**Run 1: layout detail**

Bar = 10 um. Region (34, 6) to (59, 31) um. Cells in grey, sequential cells in the stronger grey; small squares are vias.
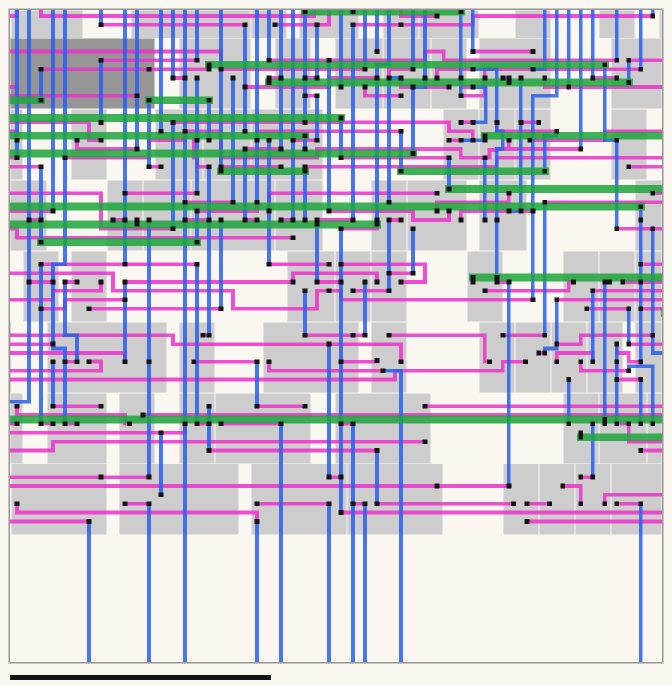
**Run 1: logic cells by family**

Bar = 20 um.
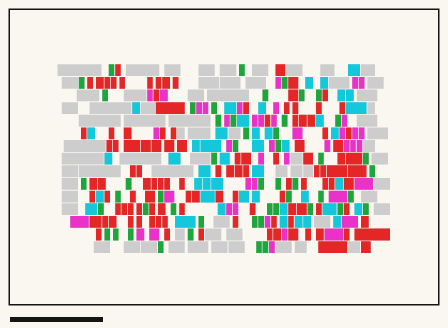
**Run 1: signal metal coverage by tile**

18 x 13 tiles, from black (low) to pale yellow (high), scaled to the fullest tile. Values are wire area over tile area, all layers added.
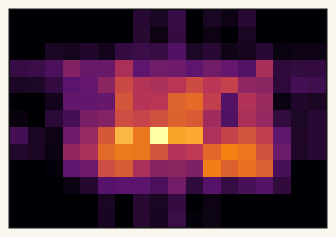
--- src/rtl/output_allocator_pkg.sv ---
// Shared router definitions: flit geometry, flit TYPE encodings and helpers.
`default_nettype none

package output_allocator_pkg;

  localparam int FLIT_SIZE = 32;
  localparam int TYPE_W    = 2;
  localparam int IN_Q_SIZE = 4;
  localparam int N_PORTS   = 7;

  // TYPE field occupies the top bits of every flit
  localparam int TYPE_MSB = FLIT_SIZE - 1;
  localparam int TYPE_LSB = FLIT_SIZE - TYPE_W;

  typedef logic [TYPE_W-1:0] flit_type_t;

  localparam flit_type_t FLIT_BODY   = 2'b00;
  localparam flit_type_t FLIT_HEAD   = 2'b01;
  localparam flit_type_t FLIT_TAIL   = 2'b10;
  localparam flit_type_t FLIT_SINGLE = 2'b11;

  function automatic logic opens_packet(input flit_type_t t);
    return (t == FLIT_HEAD) || (t == FLIT_SINGLE);
  endfunction

endpackage

`default_nettype wire

--- src/rtl/output_allocator_rr_arbiter.sv ---
// Combinational round-robin pick starting at ptr_i, via a double-width masked scan.
`default_nettype none

module rr_arbiter #(
  parameter int N = 7,
  parameter int W = $clog2(N)
) (
  input  logic [N-1:0] req_i,
  input  logic [W-1:0] ptr_i,
  output logic [N-1:0] gnt_o,
  output logic [W-1:0] idx_o,
  output logic         any_o
);

  logic [2*N-1:0] dbl;
  logic           found;

  always_comb begin
    gnt_o = '0;
    idx_o = '0;
    any_o = 1'b0;
    found = 1'b0;
    // Upper copy is never masked, so bits below ptr_i are reached after wrap
    dbl = {req_i, req_i};
    for (int i = 0; i < 2 * N; i++) begin
      if (dbl[i] && (i >= int'(ptr_i)) && !found) begin
        found = 1'b1;
        any_o = 1'b1;
        idx_o = (i >= N) ? W'(i - N) : W'(i);
      end
    end
    if (any_o) gnt_o = N'(1) << idx_o;
  end

endmodule

`default_nettype wire

--- src/rtl/output_allocator.sv ---
// Per-output switch allocator: round-robin, wormhole-locked grants gated by downstream credits.
`default_nettype none

module output_allocator
  import output_allocator_pkg::*;
#(
  parameter int N_IN       = N_PORTS,
  parameter int CREDIT_MAX = IN_Q_SIZE,
  parameter int CW         = $clog2(CREDIT_MAX + 1),
  parameter int SW         = $clog2(N_IN)
) (
  input  logic                   clk,
  input  logic                   rst,
  input  logic [N_IN-1:0]        req,
  input  logic [N_IN*TYPE_W-1:0] flit_type,
  input  logic                   credit_inc,
  output logic [N_IN-1:0]        pop,
  output logic [SW-1:0]          sel,
  output logic                   valid_out,
  output logic [CW-1:0]          credit_cnt,
  output logic                   locked,
  output logic                   err
);

  localparam logic [0:0] S_IDLE   = 1'b0;
  localparam logic [0:0] S_LOCKED = 1'b1;

  logic [0:0]    state_q, state_d;
  logic [SW-1:0] owner_q, owner_d;
  logic [SW-1:0] rr_q, rr_d;
  logic [CW-1:0] credit_q, credit_d;
  logic          err_q, err_d;

  logic [N_IN-1:0] cand;
  logic [N_IN-1:0] arb_gnt;
  logic [SW-1:0]   arb_idx;
  logic            arb_any;
  flit_type_t      win_type, owner_type;
  logic            credit_ok, xfer;
  logic [N_IN-1:0] pop_c;
  logic [SW-1:0]   sel_c;

  function automatic logic [SW-1:0] next_ptr(input logic [SW-1:0] p);
    return (p == SW'(N_IN - 1)) ? '0 : SW'(p + 1'b1);
  endfunction

  always_comb begin
    cand = '0;
    for (int i = 0; i < N_IN; i++) begin
      cand[i] = req[i] && opens_packet(flit_type[i*TYPE_W +: TYPE_W]);
    end
  end

  rr_arbiter #(.N(N_IN), .W(SW)) u_arb (
    .req_i (cand),
    .ptr_i (rr_q),
    .gnt_o (arb_gnt),
    .idx_o (arb_idx),
    .any_o (arb_any)
  );

  assign win_type   = flit_type[arb_idx*TYPE_W +: TYPE_W];
  assign owner_type = flit_type[owner_q*TYPE_W +: TYPE_W];
  assign credit_ok  = (credit_q != '0);

  always_comb begin
    state_d  = state_q;
    owner_d  = owner_q;
    rr_d     = rr_q;
    err_d    = err_q;
    credit_d = credit_q;
    xfer     = 1'b0;
    pop_c    = '0;
    sel_c    = '0;
    case (state_q)
      S_IDLE: begin
        sel_c = arb_idx;
        if (arb_any && credit_ok) begin
          xfer  = 1'b1;
          pop_c = arb_gnt;
          if (win_type == FLIT_HEAD) begin
            state_d = S_LOCKED;
            owner_d = arb_idx;
          end else begin
            rr_d = next_ptr(arb_idx);
          end
        end else if (!arb_any && (req != '0)) begin
          // Only BODY/TAIL heads present with no open packet: leave them queued
          err_d = 1'b1;
        end
      end
      S_LOCKED: begin
        sel_c = owner_q;
        if (req[owner_q] && credit_ok) begin
          xfer           = 1'b1;
          pop_c[owner_q] = 1'b1;
          if (owner_type == FLIT_TAIL) begin
            state_d = S_IDLE;
            rr_d    = next_ptr(owner_q);
          end else if (opens_packet(owner_type)) begin
            err_d = 1'b1;
          end
        end
      end
      default: state_d = S_IDLE;
    endcase

    if (credit_inc && !xfer) begin
      if (credit_q == CW'(CREDIT_MAX)) err_d = 1'b1;
      else credit_d = credit_q + 1'b1;
    end else if (xfer && !credit_inc) begin
      credit_d = credit_q - 1'b1;
    end
  end

  always_ff @(posedge clk or posedge rst) begin
    if (rst) begin
      state_q  <= S_IDLE;
      owner_q  <= '0;
      rr_q     <= '0;
      credit_q <= CW'(CREDIT_MAX);
      err_q    <= 1'b0;
    end else begin
      state_q  <= state_d;
      owner_q  <= owner_d;
      rr_q     <= rr_d;
      credit_q <= credit_d;
      err_q    <= err_d;
    end
  end

  assign pop        = rst ? '0 : pop_c;
  assign valid_out  = rst ? 1'b0 : xfer;
  assign sel        = rst ? '0 : sel_c;
  assign credit_cnt = credit_q;
  assign locked     = (state_q == S_LOCKED);
  assign err        = err_q;

endmodule

`default_nettype wire

--- config.mk ---
export PLATFORM = sky130hd
export DESIGN_NAME = output_allocator
export DESIGN_NICKNAME = d
export VERILOG_FILES = /design/src/rtl/output_allocator_pkg.sv /design/src/rtl/output_allocator_rr_arbiter.sv /design/src/rtl/output_allocator.sv
export SDC_FILE = /design/constraint.sdc
export NUM_CORES = 1
export LEC_CHECK = 0
export ABC_AREA = 1
export ABC_CLOCK_PERIOD_IN_PS = 4600
export CAP_MARGIN = 20
export CORE_ASPECT_RATIO = 0.6
export CORE_MARGIN = 10
export CORE_UTILIZATION = 50
export CTS_CLUSTER_SIZE = 30
export DETAILED_ROUTE_END_ITERATION = 12
export HOLD_SLACK_MARGIN = 0.15
export PLACE_DENSITY_LB_ADDON = 0.08
export RECOVER_POWER = 100
export SETUP_SLACK_MARGIN = 0.05
export SYNTH_ARGS = -nofsm -noshare
export SYNTH_HDL_FRONTEND = slang
export SYNTH_HIERARCHICAL = 1
export SYNTH_SLANG_ARGS = --single-unit
--- constraint.sdc ---
create_clock -name clk -period 4.6 [get_ports clk]
set_input_delay 0.92 -clock clk [delete_from_list [all_inputs] [get_ports clk]]
set_output_delay 0.92 -clock clk [all_outputs]
set_load 0.01 [all_outputs]
==> GITHUB_STEP_SUMMARY, run 1 <==
## Implementation flow summary

| Metric | Value |
|---|---|
| Synth Flop Type | dfrtp_1 |
| Flops after synth | 11 |
| Internal power component | 500.3 uW |
| CP top delay family | simple AND/OR/NAND/NOR gates |
| Antenna fix cells | 0 |
| Power Total | 1143 uW |
| Max IR drop VDD | 0.4280 mV |
| Largest net degree at the start of global routing | 15 |
| Clock slew at reported path FFs | 50 ps |
| FP Rows | 15 |
| Ys Warns | 6 |
| Non-filler cells, final | 358 |
| Req. time, crit path | 3680 ps |
| First-pass GRT wire length | 8.576 mm |
| Worst slew pin tran | 545.3 ps |
| WL/cell | 15.61 um |
| Hold path startpoint | err |
| Flop pwr share | 19.8% |
| Sw Share | 56.22% |
| Most numerous logic cells after layout | nand2_1 (71), inv_1 (45), nor2_1 (32) |
| Clock Path Buffers | 2 |
| Top cell excl fill/tap | nand2_1 |
| Crit path kind | in -> out |
| Total wire length | 5.587 mm |
| Top cell type by total area after synthesis | nand2_1 |
| Fin crit share | 95.59% |
| Synth Area in XOR/XNOR | 0.5613% |
| Layout cells sized above 1 | 14.24% |
| Cell Type Count | 38 |
| Die Size | 5828 um^2 |
| Clock sink total | 11 |
| Ys async rst share | 100.0% |
| Critical-path maximum fanout | 8 |
| Clk. pwr | 97.4 uW |
| Vias in the first global route | 1708 |
| Status | finished clean |
| CP endpoint | pop[6] |
| Final HPWL DP | 4.489 mm |
| Worst-Skew Late Latency | 240 ps |
| Gate power share | 71.7% |
| Syn Inst Count | 270 |
| Die H | 63.27 um |
| WHS | 509.0 ps |
| Crit path largest cell delay | 460 ps |
| Post-DR vias/cell | 5.561 |
| Post-Syn Area per Cell | 5.779 um^2 |
| Pwr Density | 538.1 nW/um^2 |
About 'layout detail':
Key: blue = M2; magenta = M1; green = M3
Most frequent: nand2_1 (12), inv_1 (9), clkdlybuf4s50_1 (7). Sequential cells in the window: 1. 58 logic cells have their middle in the window. Netlist names of flops here include rr_q (1).

About 'logic cells by family':
Key: green = inv cells [cells 50]; red = nand cells [cells 114]; cyan = aoi and oai cells [cells 44]; magenta = nor cells [cells 42]

About 'signal metal coverage by tile':
The fullest tile reaches 0.76. 15% of the tiles are over half the peak. The mean over all tiles is 0.16. 28% of the tiles are nearly empty.

==> run 1: flip-flops by register name (all words and copies together) (netlist names) <==
signal / count
credit_cnt: 3
err: 1
locked: 1
owner_q: 3
rr_q: 3
==> run 1: through the flow <==
step	setup WS (ps)	TNS (ps)	util, %	area (um^2)
after floorplan	1071	0	-	1560
after global placement	63.30	0	68.85	2016
after detailed placement	-18.22	-24.72	68.85	2016
after CTS	52.94	0	70.26	2057
after global routing	16.73	0	72.52	2123
final	203.0	0	72.52	2123
==> run 1: cells in the mapped netlist, drive strengths merged, types with 3 or more instances <==
master  count
a211oi      4
a21oi      15
a22oi       3
buf         3
dfrtp      10
inv        49
nand2      82
nand3      23
nand4       8
nor2       38
nor3        3
o211ai      4
o21ai      13
==> run 1: final cells by class <==
cell class | instances | area (um^2) | area share, %
clock buffer | 3 | 41.29 | 1.945
clock inverter | 1 | 5.005 | 0.2357
inverter | 50 | 187.7 | 8.839
multi-input combinational | 205 | 1102 | 51.92
sequential | 11 | 276.5 | 13.02
tap | 42 | 52.55 | 2.475
timing repair buffer | 46 | 457.9 | 21.57
==> run 1: routing by layer <==
metal	vias to the layer above	share of wire, %	track usage, %
met1	899	47	26.22
met4	0	0.34	0.5747
li1	967	-	-
met2	123	41	24.21
met5	-	0	0
met3	2	12	5.556
==> run 1: worst register-to-register path: stages, from the launching register on <==
cell	delay [ps]
dfrtp_1	470
nor2_1	100
o21ai_1	370
nand4_4	180
nor2_4	160
nand4_2	110
nor2_4	160
nand2_1	80
or2_1	240
nand2_2	90
nor2_2	80
inv_1	140
nand2_2	70
nor2_1	140
inv_1	90
fa_1	380
inv_1	60
nand2_1	60
nand2_1	60
nand2_1	40
nand2_1	50
inv_1	30
**Run 1: routed clock nets over the placement**

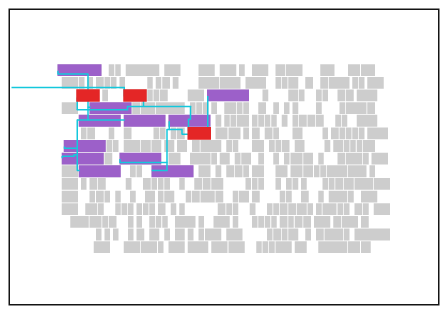

==> run 2, diff against run 1 <==
- PLACE_DENSITY_LB_ADDON: 0.08 -> 0.05
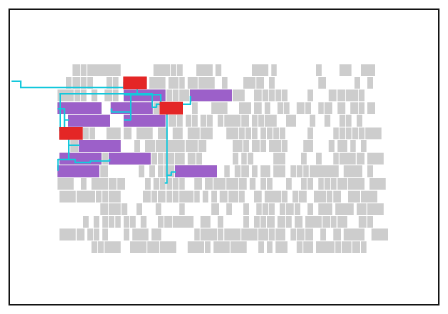
**Above:** run 2 (routed clock nets over the placement).
Key: red = clock-net drivers [count 3]; cyan = clock wires [length 147 um]; purple = flip-flops [count 11]
There are 4 routed clock nets.

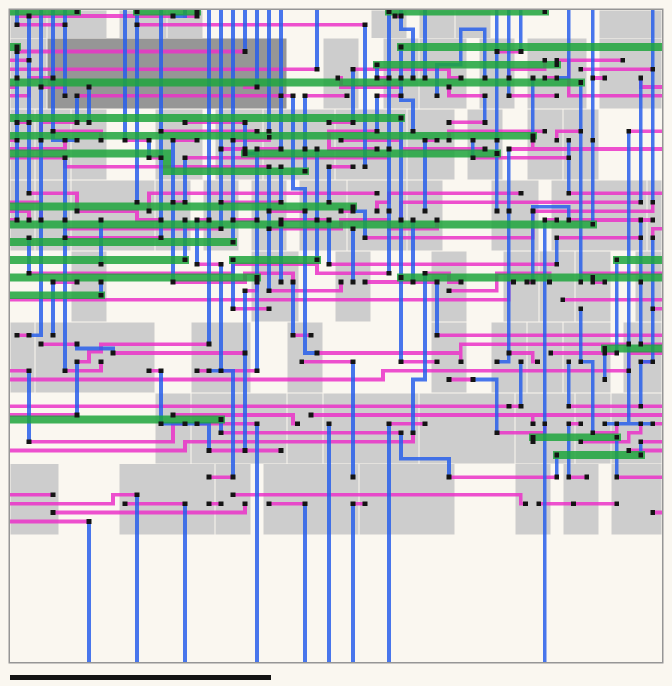
**Above:** run 2 (layout detail).
Bar = 10 um. Region (34, 6) to (59, 31) um. Cells in grey, sequential cells in the stronger grey; small squares are vias.
Key: magenta = M1; blue = M2; green = M3
Sequential cells in the window: 1. 63 logic cells have their middle in the window. Most frequent: nand2_1 (16), inv_1 (8), clkdlybuf4s50_1 (8). Netlist names of flops here include rr_q (1).

==> GITHUB_STEP_SUMMARY, run 2 <==
## Implementation flow summary

| Metric | Value |
|---|---|
| Most numerous logic cells after layout | nand2_1 (72), inv_1 (45), nor2_1 (32) |
| Setup Skew | 6.570 ps |
| Routability cong. | 1.024 |
| FP Rows | 15 |
| Total wire length | 5.403 mm |
| Status | finished clean |
| Clock Path Buffers | 2 |
| GR Overflow Total | 0 |
| Via count | 1989 |
| Tool warnings | 26 |
| PortBufs | 39 |
| Cts bufs inserted | 3 |
| Io pins | 40 |
| Final HPWL DP | 4.412 mm |
| Vias in the first global route | 1707 |
| DP Worst Slack | -7.946 ps |
| Yosys cell count | 270 |
| Die Wd | 92.12 um |
| Area Overhead vs Synth | 30.07% |
| Ys Warns | 6 |
| RSZ-0062 raised after global routing | no |
| WHS | 529.6 ps |
| Flip-flops with a built-in enable | 0 |
| First-pass GRT wire length | 8.576 mm |
| Critical-path maximum fanout | 8 |
| Largest net degree at the start of global routing | 15 |
| Cell mode on critical path | nand2_1 |
| Root Buffer | clkbuf_8 |
| Clock sink total | 11 |
| DRT Pass-1 Iters | 5 |
| Ranking of synthesized cells by area | nand2_1 (18%), dfrtp_1 (16%), inv_1 (11%) |
| Syn Inst Count | 270 |
| Fin util | 69.32% |
| Antenna fix cells | 0 |
| Top-count cell post-synth | nand2_1 |
| Fin crit share | 95.15% |
| Synth top cells by count | nand2_1 (74), inv_1 (45), nor2_1 (32) |
| Residual DRC | 0 |
| Worst path cell trace | clkdlybuf4s50_1 > nand2_1 > inv_1 > nand2_1 > nand2_1 > nor2_4 > nand4_2 > nor2_2 > nand4_1 > nor2_4 > nand2_1 > or2_0 > nand2_1 > nor2_2 > a21oi_1 > nor2_1 > dlygate4sd2_1 |
| Slowest-stage cell, CP | clkdlybuf4s50_1 |
| H-Tree Depth | 1 |
| Layout cells sized above 1 | 12.89% |
| Max IR drop VDD | 0.4180 mV |
| Static leakage | 0.001032 uW |
| Fin. max-slew vios | 0 |
| Fillers | 285 |
| Post-Syn Area per Cell | 5.779 um^2 |
| Nets | 344 |
| Worst slew pin tran | 532.9 ps |
| Yosys Chip Area | 1560 um^2 |
| Post-Syn Nets | 295 |
| Max_cap viols | 0 |
| Initial antenna violation count | 0 |
| Worst-Skew Late Latency | 240 ps |
| Die H | 63.27 um |
| Top cell excl fill/tap | nand2_1 |
| Kind of end point of the critical path | output pin |
| Power Total | 1103 uW |
| Req. time, crit path | 3680 ps |
| CP top delay family | simple AND/OR/NAND/NOR gates |
| Die Size | 5828 um^2 |
| Flops after synth | 11 |
| Top cell area share | 17.80% |
| Ys async rst share | 100.0% |
| Worst hold-check path type | reg -> reg |
| Pwr Density | 543.6 nW/um^2 |
| Placeable core area | 2928 um^2 |
| Floorplan Utilization | 53.29% |
| Crit path kind | in -> out |
| Post-route ant nets | 0 |
| Cell Type Count | 38 |
| TritonCTS clock tree | yes |
| Rel. slew slack | 64.48% |
| Dpl cell area | 2031 um^2 |
| Cell area after synthesis | 1560 um^2 |
| Hold Buf Count CTS | 0 |
| WP buf/inv | 3 |
| Crit path largest cell delay | 450 ps |
| Final critical-path required period | 4377 ps |
| Setup ws final | 223.3 ps |
| Synth Flop Type | dfrtp_1 |
| Clock slew at reported path FFs | 50 ps |
| Design area | 2029 um^2 |
| Top cell type by total area after synthesis | nand2_1 |
| FMAX | 228.5 MHz |
| Post-DR vias/cell | 5.525 |
| WL/cell | 15.01 um |
| Detailed Route Iter0 Violations | 290 |
| Critical Path AT | 3460 ps |
-- run 2: final timing paths --
path | start | to | slack, ps | cells past startpoint
max | req[3] | pop[6] | 220 | 17
min reg2reg | err | err | 530 | 2
max reg2reg | rr_q[1] | credit_cnt[2] | 1280 | 22
min in group asynchronous | rst | rr_q[2] | 1340 | 2
max in group asynchronous | rst | credit_cnt[2] | 2930 | 2
min | err | err | 530 | 2
-- run 2: what timing repair did --
| action | 4_1_cts | 5_1_grt |
|---|---|---|
| pin swaps | 0 | 2 |
| resized | 3 | 14 |
| setup endpoints to repair | 3 | 11 |
| setup buffers | 0 | 2 |
-- run 2: metal layers --
layer	vias up	GRT usage, %	share of wire, %	wire (um)
met2	113	24.47	42	2257
met4	0	0.5747	0.13	7
li1	976	-	-	-
met5	-	0	0	0
met1	898	26.89	46	2504
met3	2	3.901	12	634
-- run 2: stage by stage --
stage,instances,TNS (ps)
floorplan,270,0
global placement,354,0
detailed placement,354,-7.946
CTS,358,0
global route,360,0
finish,360,0
-- run 2: cell type report --
class / count / area, um^2 / share of cell area (%)
inverter: 50 / 187.7 / 9.248
sequential: 11 / 276.5 / 13.63
clock buffer: 4 / 45.04 / 2.219
timing repair buffer: 48 / 397.9 / 19.61
tap: 42 / 52.55 / 2.589
multi-input combinational: 205 / 1070 / 52.71
-- run 2: cells by family (layout without fill, tap and decap cells) --
family	count (synthesis)	count (layout)	synth area share, %
XOR/XNOR	1	1	0.5614
buffers and inverters	54	102	13.63
AND/OR/NAND/NOR	158	158	49.00
flip-flops	11	11	17.72
AND-OR/OR-AND	45	45	17.80
adder cells (fa/ha/maj)	1	1	1.283
-- run 2: report_power, final --
part	switching, uW	internal, uW	leakage, uW
registers	82.7	142	0.000127
clock network	35.1	60.7	0.0000228
logic	507	276	0.000882
==> run 3, diff against run 2 <==
- CAP_MARGIN: 20 -> unset
- CTS_CLUSTER_SIZE: 30 -> 12
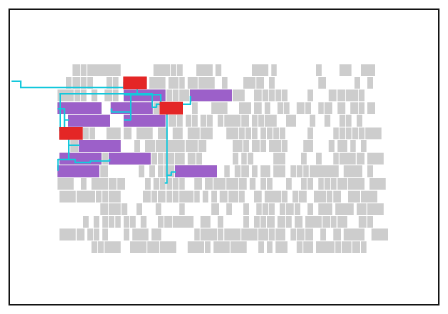
**Above:** run 3 (routed clock nets over the placement).
Key: cyan = clock wires [length 147 um]; red = clock-net drivers [count 3]; purple = flip-flops [count 11]
There are 4 routed clock nets.

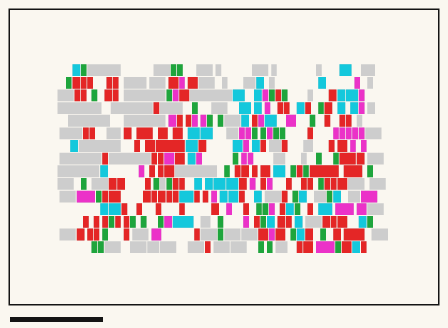
**Above:** run 3 (logic cells by family).
Bar = 20 um.
Key: green = inv cells [cells 50]; cyan = aoi and oai cells [cells 44]; red = nand cells [cells 114]; magenta = nor cells [cells 42]

==> GITHUB_STEP_SUMMARY, run 3 <==
## Implementation flow summary

| Metric | Value |
|---|---|
| Status | finished clean |
| FP Rows | 15 |
| Antenna fix cells | 0 |
| Worst-Skew Late Latency | 240 ps |
| Synth top cells by count | nand2_1 (74), inv_1 (45), nor2_1 (32) |
| Critical Path AT | 3460 ps |
| Fin. max-slew vios | 0 |
| Tool warnings | 26 |
| Flip-flops with a built-in enable | 0 |
| Layout cells sized above 1 | 12.89% |
| Flops after synth | 11 |
| Residual DRC | 0 |
| Cell mode on critical path | nand2_1 |
| Total wire length | 5.403 mm |
| GR Overflow Total | 0 |
| DP Worst Slack | -7.946 ps |
| Initial antenna violation count | 0 |
| Largest net degree at the start of global routing | 15 |
| Die Size | 5828 um^2 |
| Crit path kind | in -> out |
| Ys async rst share | 100.0% |
| Post-DR vias/cell | 5.525 |
| Clock sink total | 11 |
| Root Buffer | clkbuf_8 |
| Worst path cell trace | clkdlybuf4s50_1 > nand2_1 > inv_1 > nand2_1 > nand2_1 > nor2_4 > nand4_2 > nor2_2 > nand4_1 > nor2_4 > nand2_1 > or2_0 > nand2_1 > nor2_2 > a21oi_1 > nor2_1 > dlygate4sd2_1 |
| Placeable core area | 2928 um^2 |
| Top cell excl fill/tap | nand2_1 |
| Setup Skew | 6.570 ps |
| Static leakage | 0.001032 uW |
| Slowest-stage cell, CP | clkdlybuf4s50_1 |
| Top cell type by total area after synthesis | nand2_1 |
| Design area | 2029 um^2 |
| Most numerous logic cells after layout | nand2_1 (72), inv_1 (45), nor2_1 (32) |
| Fin crit share | 95.15% |
| TritonCTS clock tree | yes |
| Post-Syn Nets | 295 |
| Io pins | 40 |
| PortBufs | 39 |
| Fillers | 285 |
## run 3: cell counts in the layout (fill, tap and decap cells not counted)
Identical to the previous run, type by type.
## run 3: what timing repair did
action,4_1_cts,5_1_grt
resized,3,14
buffers inserted,0,2
setup endpoints to repair,3,11
hold buffers,0,0
pin swaps,0,2
## run 3: logic make-up after synthesis
family	share of synthesized area, %
xor+xnor	0.5614
simple gates	49.00
flops	17.72
fa+ha+maj	1.283
buf+inv	13.63
compound gates	17.80
## run 3: cell type report
cell class / instances / area, um^2 / area share, %
multi-input cells: 205 / 1070 / 52.71
repair buffers: 48 / 397.9 / 19.61
flip-flops and latches: 11 / 276.5 / 13.63
inverters: 50 / 187.7 / 9.248
well taps: 42 / 52.55 / 2.589
clock buffers: 4 / 45.04 / 2.219
## run 3: report_power, final
part	leakage, uW	switching (uW)	total, uW	internal (uW)
Combinational	0.000882	507	782	276
Sequential	0.000127	82.7	225	142
Clock	0.0000228	35.1	95.8	60.7
Total	0.00103	624	1100	479
## run 3: layer usage
layer | vias to the layer above | routed length [um] | share of wire (%) | global-route usage [%]
met3 | 2 | 634 | 12 | 3.901
met1 | 898 | 2504 | 46 | 26.89
li1 | 976 | - | - | -
met5 | - | 0 | 0 | 0
met4 | 0 | 7 | 0.13 | 0.5747
met2 | 113 | 2257 | 42 | 24.47
## run 3: worst max-delay path: cells and delay by family
family / cells / cell delay, ps
simple gates: 13 / 1550
buf+inv: 3 / 820
compound gates: 1 / 170
## run 3: final timing paths
path                            depth (start not counted)  slack [ps]       endpoint    start
worst max-delay path                                   17         220         pop[6]   req[3]
worst min-delay path                                    2         530            err      err
worst max register to register                         22        1280  credit_cnt[2]  rr_q[1]
worst min register to register                          2         530            err      err
max in group asynchronous                               2        2930  credit_cnt[2]      rst
min in group asynchronous                               2        1340        rr_q[2]      rst
Power figures rest on the tool's default switching activity, not on a simulated workload.
